`src/rtl/phy_tx_lane_serializer_pkg.sv`:
```
// Shared types and helpers for the PHY TX lane serializer.
// Optional recirculation port is enabled by defining PHY_TX_RECIRC_EN.
package phy_tx_pkg;

    localparam logic [7:0] IDLE_SYM_DEFAULT = 8'hBC;

    typedef enum logic {
        IDLE,
        SEND
    } txState_e;

    // Lane index width, never narrower than one bit
    function automatic int laneBits(input int lanes);
        return (lanes > 1) ? $clog2(lanes) : 1;
    endfunction

endpackage

```
`src/rtl/phy_tx_lane_serializer_if.sv`:
```
// Parallel frame input and serial symbol output bundle of the TX lane serializer.
// The serializer itself takes the slave side; the lane sources / encoder take the master side.
interface phy_tx_lane_serializer_if
    import phy_tx_pkg::*;
#(
    parameter int LANES = 4,
    parameter int DW    = 8
);
    localparam int LW = laneBits(LANES);

    logic [LANES*DW-1:0] in_data;
    logic [LANES-1:0]    in_valid;
    logic                in_push;
    logic                in_ready;
    logic [DW-1:0]       out_data;
    logic                out_valid;
    logic [LW-1:0]       out_lane;
    logic                out_sof;

    modport master (
        output in_data, in_valid, in_push,
        input  in_ready, out_data, out_valid, out_lane, out_sof
    );

    modport slave (
        input  in_data, in_valid, in_push,
        output in_ready, out_data, out_valid, out_lane, out_sof
    );

endinterface

```
`src/rtl/phy_tx_lane_serializer_fifo.sv`:
```
// Synchronous frame FIFO with a combinational (first-word-fall-through) read port.
// Part of the PHY TX lane serializer; see phy_tx_lane_serializer.sv for PHY_TX_RECIRC_EN.
module phy_tx_frame_fifo #(
    parameter int WIDTH = 36,
    parameter int DEPTH = 4
) (
    input  logic             clk,
    input  logic             reset,
    input  logic             push,
    input  logic             pop,
    input  logic [WIDTH-1:0] wdata,
    output logic [WIDTH-1:0] rdata,
    output logic             full,
    output logic             empty
);
    localparam int PW = $clog2(DEPTH);

    logic [WIDTH-1:0] mem_q [DEPTH];
    logic [PW-1:0]    wrPtr_q;
    logic [PW-1:0]    rdPtr_q;
    logic [PW:0]      count_q;
    logic             doPush;
    logic             doPop;

    assign full   = (count_q == (PW+1)'(DEPTH));
    assign empty  = (count_q == '0);
    assign doPush = push && !full;
    assign doPop  = pop && !empty;
    assign rdata  = mem_q[rdPtr_q];

    always_ff @(posedge clk) begin
        if (doPush) begin
            mem_q[wrPtr_q] <= wdata;
        end
    end

    // Pointers wrap naturally because DEPTH is a power of two
    always_ff @(posedge clk or posedge reset) begin
        if (reset) begin
            wrPtr_q <= '0;
            rdPtr_q <= '0;
            count_q <= '0;
        end else begin
            if (doPush) wrPtr_q <= wrPtr_q + 1'b1;
            if (doPop)  rdPtr_q <= rdPtr_q + 1'b1;
            case ({doPush, doPop})
                2'b10:   count_q <= count_q + 1'b1;
                2'b01:   count_q <= count_q - 1'b1;
                default: count_q <= count_q;
            endcase
        end
    end

endmodule

```
`src/rtl/phy_tx_lane_serializer.sv`:
```
// PHY TX lane serializer: buffers LANES-wide frames and emits them one lane per clock, lane 0 first.
// Define PHY_TX_RECIRC_EN to add the recirc_data/recirc_valid loopback outputs.
module phy_tx_lane_serializer
    import phy_tx_pkg::*;
#(
    parameter int              LANES    = 4,
    parameter int              DW       = 8,
    parameter int              DEPTH    = 4,
    parameter logic [DW-1:0]   IDLE_SYM = DW'(IDLE_SYM_DEFAULT)
) (
    input  logic                    clk,
    input  logic                    reset,
    phy_tx_lane_serializer_if.slave bus,
    output logic                    overflow
`ifdef PHY_TX_RECIRC_EN
    ,
    output logic [LANES*DW-1:0]     recirc_data,
    output logic                    recirc_valid
`endif
);
    localparam int LW = laneBits(LANES);
    localparam int FW = LANES * (DW + 1);

    logic [FW-1:0]       wdata;
    logic [FW-1:0]       rdata;
    logic                push;
    logic                pop;
    logic                full;
    logic                empty;
    logic                frameEnd;
    logic [LANES*DW-1:0] srcData;
    logic [LANES-1:0]    srcValid;
    logic [LW-1:0]       selLane;
    logic [DW-1:0]       laneSym;
    logic                laneVld;

    txState_e            state_q, state_d;
    logic [LW-1:0]       lane_q, lane_d;
    logic [LANES*DW-1:0] frameData_q;
    logic [LANES-1:0]    frameValid_q;
    logic [DW-1:0]       outData_q, outData_d;
    logic                outValid_q, outValid_d;
    logic [LW-1:0]       outLane_q, outLane_d;
    logic                outSof_q, outSof_d;
    logic                overflow_q;

    phy_tx_frame_fifo #(.WIDTH(FW), .DEPTH(DEPTH)) u_fifo (
        .clk   (clk),
        .reset (reset),
        .push  (push),
        .pop   (pop),
        .wdata (wdata),
        .rdata (rdata),
        .full  (full),
        .empty (empty)
    );

    // A pop always lands lane 0 of the new frame on the same edge, giving zero-gap back-to-back frames
    always_comb begin
        wdata    = {bus.in_data, bus.in_valid};
        push     = bus.in_push && !full && (|bus.in_valid);
        frameEnd = (state_q == SEND) && (lane_q == LW'(LANES - 1));
        pop      = !empty && ((state_q == IDLE) || frameEnd);
        srcData  = pop ? rdata[FW-1:LANES] : frameData_q;
        srcValid = pop ? rdata[LANES-1:0]  : frameValid_q;
        selLane  = pop ? '0 : lane_q + LW'(1);
        laneSym  = IDLE_SYM;
        laneVld  = 1'b0;
        for (int k = 0; k < LANES; k++) begin
            if (selLane == LW'(k)) begin
                laneVld = srcValid[k];
                laneSym = srcValid[k] ? srcData[k*DW +: DW] : IDLE_SYM;
            end
        end
        state_d    = (pop || ((state_q == SEND) && !frameEnd)) ? SEND : IDLE;
        lane_d     = (state_d == SEND) ? selLane : '0;
        outData_d  = (state_d == SEND) ? laneSym : IDLE_SYM;
        outValid_d = (state_d == SEND) && laneVld;
        outLane_d  = lane_d;
        outSof_d   = (state_d == SEND) && (selLane == '0);
    end

    always_ff @(posedge clk or posedge reset) begin
        if (reset) begin
            state_q      <= IDLE;
            lane_q       <= '0;
            frameData_q  <= '0;
            frameValid_q <= '0;
            outData_q    <= IDLE_SYM;
            outValid_q   <= 1'b0;
            outLane_q    <= '0;
            outSof_q     <= 1'b0;
            overflow_q   <= 1'b0;
        end else begin
            state_q    <= state_d;
            lane_q     <= lane_d;
            outData_q  <= outData_d;
            outValid_q <= outValid_d;
            outLane_q  <= outLane_d;
            outSof_q   <= outSof_d;
            if (pop) begin
                frameData_q  <= rdata[FW-1:LANES];
                frameValid_q <= rdata[LANES-1:0];
            end
            if (bus.in_push && full && (|bus.in_valid)) begin
                overflow_q <= 1'b1;
            end
        end
    end

    assign bus.in_ready  = !full;
    assign bus.out_data  = outData_q;
    assign bus.out_valid = outValid_q;
    assign bus.out_lane  = outLane_q;
    assign bus.out_sof   = outSof_q;
    assign overflow      = overflow_q;

`ifdef PHY_TX_RECIRC_EN
    logic [LANES*DW-1:0] recircData_d;
    logic [LANES*DW-1:0] recircData_q;
    logic                recircValid_q;

    always_comb begin
        recircData_d = '0;
        for (int k = 0; k < LANES; k++) begin
            recircData_d[k*DW +: DW] = frameValid_q[k] ? frameData_q[k*DW +: DW] : IDLE_SYM;
        end
    end

    // Snapshot the finished frame on the edge after its last lane
    always_ff @(posedge clk or posedge reset) begin
        if (reset) begin
            recircData_q  <= '0;
            recircValid_q <= 1'b0;
        end else begin
            recircValid_q <= frameEnd;
            if (frameEnd) begin
                recircData_q <= recircData_d;
            end
        end
    end

    assign recirc_data  = recircData_q;
    assign recirc_valid = recircValid_q;
`endif

endmodule

```
`src/flat_wrapper.sv`:
```
// flat-port wrapper written by rule: the top's interface ports become plain ports
module phy_tx_lane_serializer_flat import phy_tx_pkg::*;
#(
    parameter int              LANES    = 4,
    parameter int              DW       = 8,
    parameter int              DEPTH    = 4,
    parameter logic [DW-1:0]   IDLE_SYM = DW'(IDLE_SYM_DEFAULT)
)
  (clk, reset, overflow, bus_in_data, bus_in_valid, bus_in_push, bus_in_ready, bus_out_data, bus_out_valid, bus_out_lane, bus_out_sof);
  phy_tx_lane_serializer_if #(.LANES(LANES), .DW(DW)) bus_i ();
  input  logic clk;
  input  logic reset;
  output logic overflow;
  input wire logic [$bits(bus_i.in_data)-1:0] bus_in_data;
  input wire logic [$bits(bus_i.in_valid)-1:0] bus_in_valid;
  input wire logic [$bits(bus_i.in_push)-1:0] bus_in_push;
  output wire logic [$bits(bus_i.in_ready)-1:0] bus_in_ready;
  output wire logic [$bits(bus_i.out_data)-1:0] bus_out_data;
  output wire logic [$bits(bus_i.out_valid)-1:0] bus_out_valid;
  output wire logic [$bits(bus_i.out_lane)-1:0] bus_out_lane;
  output wire logic [$bits(bus_i.out_sof)-1:0] bus_out_sof;
  assign bus_i.in_data = bus_in_data;
  assign bus_i.in_valid = bus_in_valid;
  assign bus_i.in_push = bus_in_push;
  assign bus_in_ready = bus_i.in_ready;
  assign bus_out_data = bus_i.out_data;
  assign bus_out_valid = bus_i.out_valid;
  assign bus_out_lane = bus_i.out_lane;
  assign bus_out_sof = bus_i.out_sof;
  phy_tx_lane_serializer #(.LANES(LANES), .DW(DW), .DEPTH(DEPTH), .IDLE_SYM(IDLE_SYM)) u_core (.clk(clk), .reset(reset), .bus(bus_i), .overflow(overflow));
endmodule
```
`config.mk`:
```
export PLATFORM = sky130hd
export DESIGN_NAME = phy_tx_lane_serializer_flat
export DESIGN_NICKNAME = d
export VERILOG_FILES = /design/src/rtl/phy_tx_lane_serializer_pkg.sv /design/src/rtl/phy_tx_lane_serializer_if.sv /design/src/rtl/phy_tx_lane_serializer_fifo.sv /design/src/rtl/phy_tx_lane_serializer.sv /design/src/flat_wrapper.sv
export SDC_FILE = /design/constraint.sdc
export NUM_CORES = 1
export LEC_CHECK = 0
export CORE_MARGIN = 10
export CORE_UTILIZATION = 24
export CTS_BUF_LIST = sky130_fd_sc_hd__clkbuf_8
export CTS_CLUSTER_DIAMETER = 150
export DETAILED_ROUTE_END_ITERATION = 8
export PLACE_DENSITY_LB_ADDON = 0.15
export REMOVE_ABC_BUFFERS = 1
export SLEW_MARGIN = 5
export SYNTH_ARGS = -nofsm -noshare
export SYNTH_HDL_FRONTEND = slang
export SYNTH_HIERARCHICAL = 1
export SYNTH_SLANG_ARGS = --single-unit
```
`constraint.sdc`:
```
create_clock -name clk -period 5.3 [get_ports clk]
set_clock_uncertainty 0.1 [all_clocks]
set_input_delay 1.06 -clock clk [delete_from_list [all_inputs] [get_ports clk]]
set_output_delay 1.06 -clock clk [all_outputs]
set_load 0.03 [all_outputs]
```
==> run_results.csv <==
group,metric,value,unit
clock_network,cts_buffers,35,
clock_network,clkTransAtPathRegs,60,ps
min_path,hold_end,"u_core/frameData_q[25]",
finish,buf_share,0.0590,
die,die_h,200,um
synthesis,top_area_frac,0.553,
critical_path,critPathMaxStageDelay,670,ps
die,dieWidth,200,um
timing,post-route-period-util,0.615,
critical_path,r2r_start,"u_core/u_fifo/count_q[0]",
global_route,grt_overflow,0,
timing,rsz0062_at_grt,"false",
synthesis,async_reset_ff_frac,0.284,
synthesis,synth-edff-count,144,
detailed_routing,wl_per_cell,17.4,um
finish,seq-cell-share,0.608,
detailed_routing,drtIter0Drc,179,
global_route,grt_pass1_vias,4655,
timing,tightest_slew,1160,ps
power,cellPowerDensity,579,mW/mm^2
placement,place.gp.congestion,0.684,
synthesis,yosys-top-cells-count,"edfxtp_1 (144), nand2_1 (113), dfrtp_1 (52)",
finish,final_nets,574,
finish,comb_share,0.197,
timing,setup_violations,0,
power,p_leak,3.46,nW
synthesis,synth.most_common_cell,"edfxtp_1",
finish,design_area,0.00947,mm^2
synthesis,ff_type,"edfxtp_1",
min_path,hold_class,"reg2reg",
detailed_routing,via_count,4017,
finish,fillerInstances,3321,
timing,fmax,307,MHz
placement,place_hpwl,10300,um
critical_path,worstPathMaxFanout,40,
detailed_routing,ant_nets,0,
finish,n_all_buffers,57,
finish,clk_share,0.0724,
synthesis,synth.largest_area_cell,"edfxtp_1",
global_route,globalRouteTotalUtil,0.0876,
finish,flops,201,
critical_path,critPathSlowestCell,"nand2_2",
synthesis,ys_cells,455,
finish,largest_cell_class,"registers",
synthesis,ys_ff,201,
critical_path,r2r_cells,11,
die,rows,66,
outcome,status,"finished, final reports clean",
finish,synthToLayoutAreaGrowth,21.1,%
die,coreArea,0.0324,mm^2
clock_network,clk_latency,500,ps
die,initCoreUtil,0.241,
global_route,grt_pass1_wl,27400,um
placement,placed_area,0.00878,mm^2
flow_run,warning_count,28,
finish,diodes,0,
detailed_routing,drc,0,
finish,nClkBuffers,37,
flow_run,cap_violations,0,
synthesis,netlist_area,0.00781,mm^2
timing,period_minus_slack,3260,ps
global_route,grt_max_degree,48,
finish,area.sequential,0.00576,mm^2
die,n_tap_cell,442,
placement,dp.cells,933,
clock_network,ctsResizeCount,0,
synthesis,netlist_instances,455,
synthesis,synth_area_per_cell,17.2,um^2
global_route,antenna_found_initial,0,
detailed_routing,dr.pass1.iters,4,
finish,logic_area,0.00187,mm^2
timing,finalMaxSlewViolations,0,
critical_path,worstSetupEndpointType,"flop",
min_path,hold_depth,2,
min_path,min_from,"u_core/frameData_q[25]",
finish,layout-drive-gt1-share,0.183,
finish,inv_count,11,
critical_path,start_kind,"flop",
critical_path,r2r_end,"u_core/u_fifo/count_q[2]",
placement,port_buffers,52,
timing,timing.slew.headroom,0.227,
clock_network,clockBufferDepth,3,
timing,setup_tns,0,ps
detailed_routing,wl,17300,um
critical_path,required,5590,ps
critical_path,ff2ff_setup_slack,2040,ps
critical_path,cp_cell_sequence,"nor3_1 > inv_1 > nand2_2 > clkinv_1 > o31a_1 > ha_1 > inv_1 > fa_1 > xor2_1 > nor2_1 > xor2_1",
critical_path,crit_type,"reg2reg",
-- layout by cell type (no fill, tap or decap), drive strengths merged --
cell type,netlist,routed
nand2b,1,1
a211oi,1,1
o41ai,1,1
o21bai,1,1
xnor2,3,3
ha,6,6
xor2,3,3
a221oi,5,5
clkinv,1,12
inv,10,21
buf,19,5
edfxtp,144,144
nor3,6,6
and2,5,5
a21oi,5,5
o21ai,6,6
mux2i,6,6
o31a,1,1
nor3b,1,1
clkbuf,2,37
a21boi,3,3
nor2b,3,3
nand2,114,114
mux4,40,40
nor2,8,8
a22o,1,1
fa,1,1
mux2,1,1
dfstp,5,5
clkdlybuf4s50,0,52
bufinv,0,3
dfrtp,52,52
-- metal layers --
layer  wire length, um  share of wire  global-route usage
met3               703          0.041              0.0219
met4               333          0.019              0.0300
met1              8050           0.47               0.113
met2              8190           0.47               0.140
met5                 0              0                   0
-- stage by stage --
| step | setup slack, ps | hold slack, ps | total power (W) | utilization |
|---|---|---|---|---|
| 4_1_cts | 2030 | 373 | 0.00561 | 0.292 |
| 3_5_place_dp | 1640 | 358 | 0.00418 | 0.271 |
| 6_report | 2040 | 370 | 0.00548 | 0.292 |
| 5_1_grt | 1780 | 388 | 0.00587 | 0.292 |
| 2_1_floorplan | 1560 | 337 | 0.00353 | - |
| 3_3_place_gp | 1680 | 353 | 0.00415 | 0.271 |
-- kinds of logic after synthesis --
group | after synthesis | synth area share
mux | 47 | 0.126
xor+xnor | 6 | 0.00673
buf+inv | 32 | 0.0248
compound gates | 24 | 0.0219
simple gates | 138 | 0.0719
flops | 201 | 0.737
fa+ha+maj | 7 | 0.0122
-- worst max path at each step --
stage / start / depth (start not counted) / endpoint / slack (ps)
6_report: u_core/u_fifo/count_q[0] / 11 / u_core/u_fifo/count_q[2] / 2040
5_1_grt: u_core/u_fifo/count_q[0] / 11 / u_core/u_fifo/count_q[2] / 1780
4_1_cts: u_core/u_fifo/count_q[0] / 11 / u_core/u_fifo/count_q[2] / 2030
3_5_place_dp: bus_in_valid[1] / 11 / u_core/u_fifo/count_q[2] / 1640
3_3_place_gp: bus_in_valid[3] / 5 / u_core/u_fifo/mem_q[3][4] / 1680
2_1_floorplan: u_core/bus.out_lane[0] / 11 / u_core/u_fifo/count_q[2] / 1560
-- registers in the layout, indices dropped and copies added (netlist names) --
name	count
u_core/u_fifo/wrPtr_q	2
u_core/u_fifo/rdPtr_q	2
u_core/u_fifo/mem_q	144
u_core/bus.out_valid	1
u_core/state_q	1
u_core/bus.out_data	8
u_core/bus.out_sof	1
u_core/u_fifo/count_q	3
u_core/frameValid_q	4
u_core/frameData_q	32
u_core/bus.out_lane	2
u_core/overflow	1
-- where the power goes --
part	internal, W	switching (W)	total (W)
combinational	0.000735	0.000970	0.00170
sequential	0.00216	0.000235	0.00239
clock	0.000790	0.000591	0.00138
-- critical path: cells and delay by family (launching register included) --
| kind | cells | cell delay (ps) |
|---|---|---|
| simple gates | 3 | 1210 |
| buf+inv | 3 | 520 |
| flops | 1 | 430 |
| fa+ha+maj | 2 | 410 |
| xor+xnor | 2 | 280 |
| compound gates | 1 | 200 |
**Clock distribution**

Scale bar: 50 um.
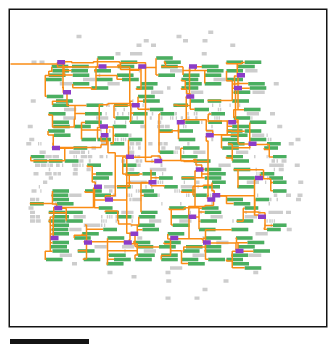
- purple: clock-net drivers (count 35)
- green: flip-flops (count 201)
- orange: clock wires (length 2700 um)
- routed clock nets: 36

**Gate families picked out**

Scale bar: 50 um.
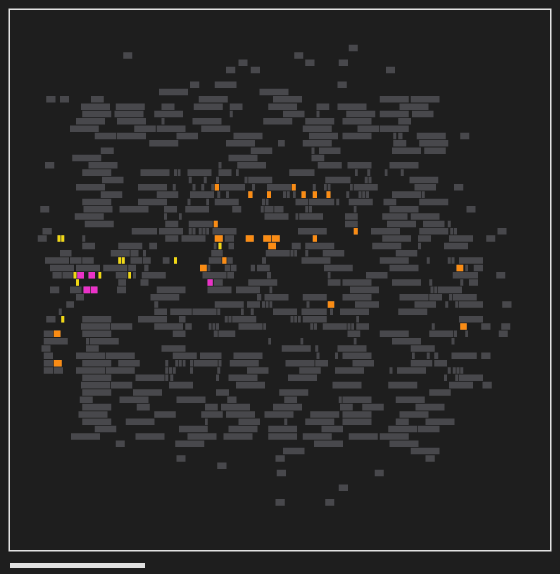
- magenta: and/or cells (cells 5; most used and2_2; where west)
- orange: aoi and oai cells (cells 22; most used o21ai_0; where center)
- yellow: inv cells (cells 11; most used inv_1; where west)

Power figures rest on the tool's default switching activity, not on a simulated workload.
